==> config.mk <==
export PLATFORM = sky130hd
export DESIGN_NAME = tc_pl_bus_spi_slave
export DESIGN_NICKNAME = d
export VERILOG_FILES = /design/src/rtl/tc_pl_bus_pkg.sv /design/src/rtl/tc_pl_bus_sync.sv /design/src/rtl/tc_pl_bus_spi_slave.sv
export SDC_FILE = /design/constraint.sdc
export NUM_CORES = 1
export LEC_CHECK = 0
export CORE_UTILIZATION = 40
export DETAILED_ROUTE_END_ITERATION = 10
export HOLD_SLACK_MARGIN = 0.06
export PLACE_DENSITY_LB_ADDON = 0.15
export REMOVE_ABC_BUFFERS = 1
export SYNTH_ARGS = -nofsm -noshare
export SYNTH_HDL_FRONTEND = slang
export SYNTH_HIERARCHICAL = 1
export SYNTH_SLANG_ARGS = --single-unit
export TNS_END_PERCENT = 20
==> constraint.sdc <==
create_clock -name clk -period 1.45 [get_ports clk]
set_input_delay 0.29 -clock clk [delete_from_list [all_inputs] [get_ports clk]]
set_output_delay 0.29 -clock clk [all_outputs]
set_load 0.05 [all_outputs]
**Run 1: sequential cells coloured by netlist name**

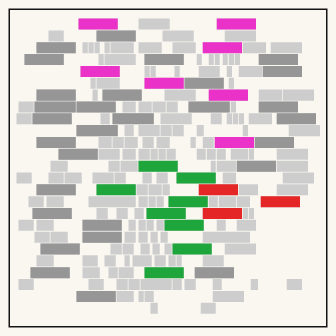
| signal | colour | sequential cells |
|---|---|---|
| tx_sh | green | 8 |
| rx_sh | magenta | 7 |
| cnt | red | 3 |
not coloured: 29
share of the core filled with cells: 57.0%
power attributed to sequential cells: 1890 uW
total area of sequential cells: 1180 um^2
register share of the cell area: 43.6%

**Run 1: floorplan with the power grid**

Pins as bars on the die edge. Tap cells in grey.
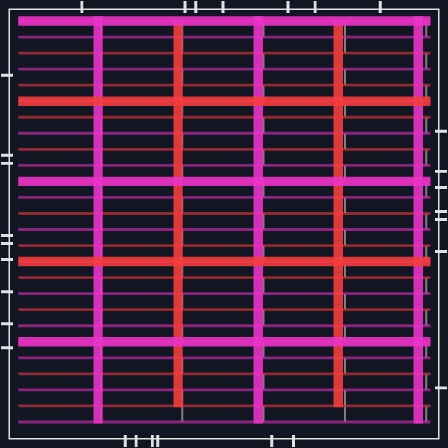
| net | colour |
|---|---|
| VSS | magenta |
| VDD | red |
met1 rails: 26
met5 straps: 5
met4 straps: 5
signal pins: 29
rows: 25
area of the core region: 4750 um^2
Die X-Extent: 72.6 um

**Run 1: track usage over the die**

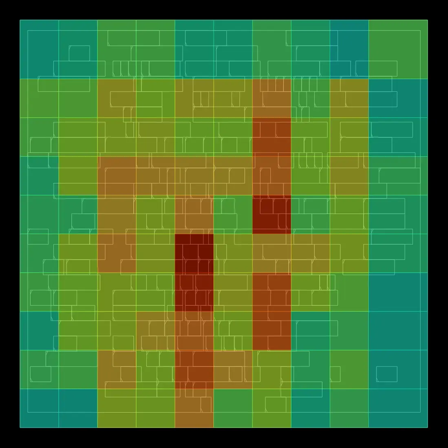
Top Usage Layer GRT: met2
met2 layer usage reported by global route: 26.6%
Total GRT Usage: 16.5%
routing usage on met3: 3.45%

==> Slide: Implementation Results, run 1 <==
Run Summary

Layout
  – Layout sequential cell count: 47
  – Most frequent logic cell in the layout: dfrtp_1
  – Largest cell class: flip-flops and latches
  – Non-clock buffer share of cell area: 20.8%
  – Most frequent logic cells in the routed design: dfrtp_1, nand2_1, buf_12
  – Layout-stage area growth over the synthesis result: 35.9%
  – Ratio of cells with drive above 1 in the final layout: 33.3%
  – Diodes inserted: 0
  – Portion of the layout cell area used by clock cells: 4.90%
  – Non-clk bufs: 45
  – Clkbuf count: 6
  – Comb gate area: 726 um^2
  – Invs w/o clock: 6
  – Combinational share of cell area: 26.8%
  – Total Nets Final: 221
  – Multi-Input Combinational: 98
  – Total of fill cells in the finished design: 420

Global route
  – Met1 Track Usage GR: 21.5%
  – Initial antenna violation count: 0
  – Pin count of the biggest net entering global routing: 23
  – First-pass GRT wire length: 6.62 mm
  – Number of global-route vias before repair: 1423
  – GRT Residual Overflow: 0

Clocking
  – # Post-CTS Setup Buffers: 1
  – Clock tree from TritonCTS: done
  – Late-Pin Clk Latency: 0.30 ns
  – Root buffer cell: clkbuf_8
  – Count of H-tree levels built during CTS: 2
  – Clk pin slew, worst setup/hold paths: 0.08 ns
  – Num CTS Buffers: 5
  – Longest Clk Path Bufs: 2
  – Number of hold buffers added after cts: 1
  – Cells resized by post-CTS repair: 6
  – Clk sink count: 47

Timing
  – Minimum period implied by the final worst setup slack: 1.57 ns
  – Clock tree skew after final layout: 0.00666 ns
  – Setup tns final: -1.84 ns
  – Post-layout period usage: 109%
  – Max transition margin: 71.7%
  – Final-report setup violation count: 20
  – Number of max-slew violations in the final report: 0
  – Unrepaired setup endpoints after global routing: true
  – F_max: 0.635 GHz
  – Number of endpoints with negative hold slack in the final report: 0
  – Minimum setup slack in the final design: -0.125 ns
  – Pin slew with the least headroom to its limit: 0.425 ns

Detailed routing
  – Routed length on met2: 1.80 mm
  – Via Count: 1308
  – Final WL: 3.69 mm
  – Pre-antenna DRT Iters: 4
  – Violation count after the first detailed-route iteration: 40
  – Metal3 WL: 99 um
  – Uppermost layer routed: met4
  – Remaining DRCs: 0
  – Average wire length per cell after detail routing: 13.6 um
  – Via-per-instance ratio: 4.83
  – M1 WL: 1.72 mm
  – Antenna Nets Post-Route: 0

Pwr
  – Power density normalized to cell area: 1550 nW/um^2
  – Static leakage: 0.00126 uW
  – Total chip power: 4190 uW
  – Maximum vdd drop: 0.000702 V

Synthesis
  – Mean post-synth cell area: 12.3 um^2
  – Cell area after synthesis: 1990 um^2
  – Number of instances in the synthesized netlist: 162
  – Synthesis Warnings: 6

Setup path
  – Standard cell with the maximum stage delay on the critical path: dfstp_2
  – Logic depth of the worst register-to-register path: 5
  – Critical-path cell list: and2b_2 -> and2b_2 -> buf_6 -> o211ai_1 -> a31oi_1
  – Crit-path max FO: 6
  – Number of stages on the worst setup path: 5
  – Most numerous cell on the critical path: and2b_2
  – Critical path arrival: 1.74 ns
  – Type of the worst setup path: flop to flop
  – R2R setup slack: -0.12 ns
  – Data required, critical path: 1.62 ns
  – Cell type group with the largest total delay on the critical path: flip-flops
  – Worst Setup Start Kind: flop
  – Buf/Inv on CP: 1
  – Slowest stage delay, CP: 0.54 ns
  – CP Capture Type: flop

Place
  – Quantity of I/O buffers inserted on ports: 28
  – DPL Wire Length: 2.79 mm
  – Global placer's final weighted congestion: 0.861

Floorplan
  – Core Density at Floorplan: 41.9%
  – Number of ports placed on the die boundary: 29
  – Die area: 5270 um^2
  – Row Count: 25
  – Tap cells: 67

Flow run
  – OpenROAD warnings: 28
  – Number of max-capacitance violations reported: 0

Run status
  – Status: finished, violations left
  – Violated checks: setup timing

Hold path
  – Cells on Worst Hold Path: 0
  – Hold Crit Class: flop to flop
==> run 1: worst register-to-register path: stages (launching register included) <==
cell,delay [ns]
dfstp_2,0.54
and2b_2,0.21
and2b_2,0.22
buf_6,0.14
o211ai_1,0.20
a31oi_1,0.14
==> run 1: power by group <==
| group | internal (uW) | leakage (uW) | switching (uW) |
|---|---|---|---|
| Combinational | 610 | 0.000614 | 583 |
| Sequential | 1660 | 0.000584 | 228 |
| Clock | 689 | 0.0000654 | 419 |
| Total | 2960 | 0.00126 | 1230 |
==> run 1: stage by stage <==
step	worst slack, ns	std cells	hold slack (ns)	area (um^2)
floorplan	-0.175	151	-0.00559	1920
detailed placement	-0.180	260	0.248	2530
CTS	-0.153	271	0.363	2700
global route	-0.187	271	0.366	2710
global placement	-0.0618	260	0.252	2530
finish	-0.125	271	0.359	2710
==> run 2: changes to the inputs <==
- CTS_CLUSTER_DIAMETER: default -> 60
**Run 2: sequential cells coloured by netlist name**

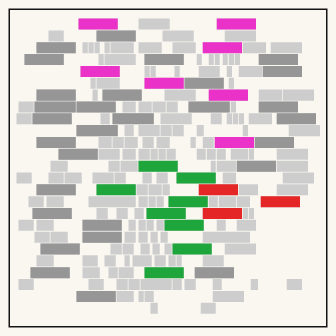
| signal | colour | sequential cells |
|---|---|---|
| rx_sh | magenta | 7 |
| cnt | red | 3 |
| tx_sh | green | 8 |
not coloured: 29

==> Slide: Implementation Results, run 2 <==
Run Summary

Setup path
  – Most numerous cell on the critical path: and2b_2
  – R2R setup slack: -0.12 ns (about the same)
  – Logic depth of the worst register-to-register path: 5 (unchanged)
  – Worst Setup Start Kind: flop
  – Type of the worst setup path: flop to flop
  – Critical path arrival: 1.74 ns (about the same)
  – Standard cell with the maximum stage delay on the critical path: dfstp_2
  – Buf/Inv on CP: 1 (unchanged)
  – Critical-path cell list: and2b_2 -> and2b_2 -> buf_6 -> o211ai_1 -> a31oi_1
  – Crit-path max FO: 6 (unchanged)
  – Cell type group with the largest total delay on the critical path: flip-flops

Clocking
  – Root buffer cell: clkbuf_8
  – # Post-CTS Setup Buffers: 1 (unchanged)
  – Longest Clk Path Bufs: 2 (unchanged)
  – Number of hold buffers added after cts: 1 (unchanged)
  – Cells resized by post-CTS repair: 6 (unchanged)
  – Num CTS Buffers: 5 (unchanged)
  – Count of H-tree levels built during CTS: 2 (unchanged)

Layout
  – Diodes inserted: 0 (unchanged)
  – Share of the core filled with cells: 57.0% (unchanged)
  – Total Nets Final: 221 (unchanged)
  – Layout-stage area growth over the synthesis result: 35.9% (unchanged)
  – Post-Layout Inst Area: 2710 um^2 (unchanged)
  – Ratio of cells with drive above 1 in the final layout: 33.3% (unchanged)

Pwr
  – Maximum vdd drop: 0.000702 V (unchanged)
  – Sequential cell fraction of total power: 45.0% (about the same)
  – Logic power comb: 1190 uW (about the same)
  – Total chip power: 4190 uW (unchanged)
  – Clock network fraction of design power: 26.5% (about the same)
  – Power attributed to sequential cells: 1890 uW (about the same)
  – Group drawing the most power: registers
  – Clock group power: 1110 uW (about the same)
  – Switching power: 1230 uW (unchanged)
  – Switching share of total power: 29.4% (unchanged)
  – Cell internal pwr: 2960 uW (unchanged)
  – Combinational group share of total power: 28.5% (about the same)

Place
  – DPL Wire Length: 2.79 mm (unchanged)
  – Pre-CTS setup slack: -0.180 ns (unchanged)
  – Quantity of I/O buffers inserted on ports: 28 (unchanged)
  – Placed instance count: 260 (unchanged)
  – Dpl cell area: 2530 um^2 (unchanged)

Timing
  – Minimum setup slack in the final design: -0.125 ns (unchanged)
  – Max transition margin: 71.7% (unchanged)
  – Pin slew with the least headroom to its limit: 0.425 ns (unchanged)
  – Final-report setup violation count: 20 (unchanged)
  – Unrepaired setup endpoints after global routing: true
  – Clock tree skew after final layout: 0.00666 ns (unchanged)
  – Number of max-slew violations in the final report: 0 (unchanged)
  – Minimum period implied by the final worst setup slack: 1.57 ns (unchanged)
  – F_max: 0.635 GHz (unchanged)
  – Worst hold slack: 0.359 ns (unchanged)

Global route
  – Pin count of the biggest net entering global routing: 23 (unchanged)
  – Routing usage on met3: 3.45% (unchanged)
  – First-pass GRT wire length: 6.62 mm (unchanged)
  – GRT Residual Overflow: 0 (unchanged)
  – Top Usage Layer GRT: met2
  – Number of global-route vias before repair: 1423 (unchanged)
  – Initial antenna violation count: 0 (unchanged)

Run status
  – Status: finished, violations left
  – Violated checks: setup timing

Floorplan
  – Area of the core region: 4750 um^2 (unchanged)
  – Die X-Extent: 72.6 um (unchanged)
  – Number of ports placed on the die boundary: 29 (unchanged)
  – Die area: 5270 um^2 (unchanged)

Synthesis
  – Mean post-synth cell area: 12.3 um^2 (unchanged)
  – Number of instances in the synthesized netlist: 162 (unchanged)
  – Cell area after synthesis: 1990 um^2 (unchanged)
  – Synthesis Warnings: 6 (unchanged)

Detailed routing
  – Via Count: 1308 (unchanged)
  – Antenna Nets Post-Route: 0 (unchanged)
  – Pre-antenna DRT Iters: 4 (unchanged)
  – Via-per-instance ratio: 4.83 (unchanged)
  – Remaining DRCs: 0 (unchanged)
  – Violation count after the first detailed-route iteration: 40 (unchanged)

Flow run
  – Number of max-capacitance violations reported: 0 (unchanged)
  – OpenROAD warnings: 28 (unchanged)
==> run 2: layout make-up <==
| cell class | instances | area, um^2 | share of cell area [%] |
|---|---|---|---|
| sequential | 47 | 1180 | 43.6 |
| multi-input combinational | 98 | 726 | 26.8 |
| timing repair buffer | 45 | 563 | 20.8 |
| tap | 67 | 83.8 | 3.09 |
| clock buffer | 6 | 72.6 | 2.68 |
| clock inverter | 2 | 60.1 | 2.22 |
| inverter | 6 | 22.5 | 0.831 |
==> run 2: per-layer routing <==
metal,wire length [um],part of all wire [%],vias to the layer above
met5,0,0,-
met4,66,1.8,0
li1,-,-,636
met3,99,2.7,7
met1,1720,47,640
met2,1800,49,25
No activity file was given, so power comes from the tool's default toggle rates.
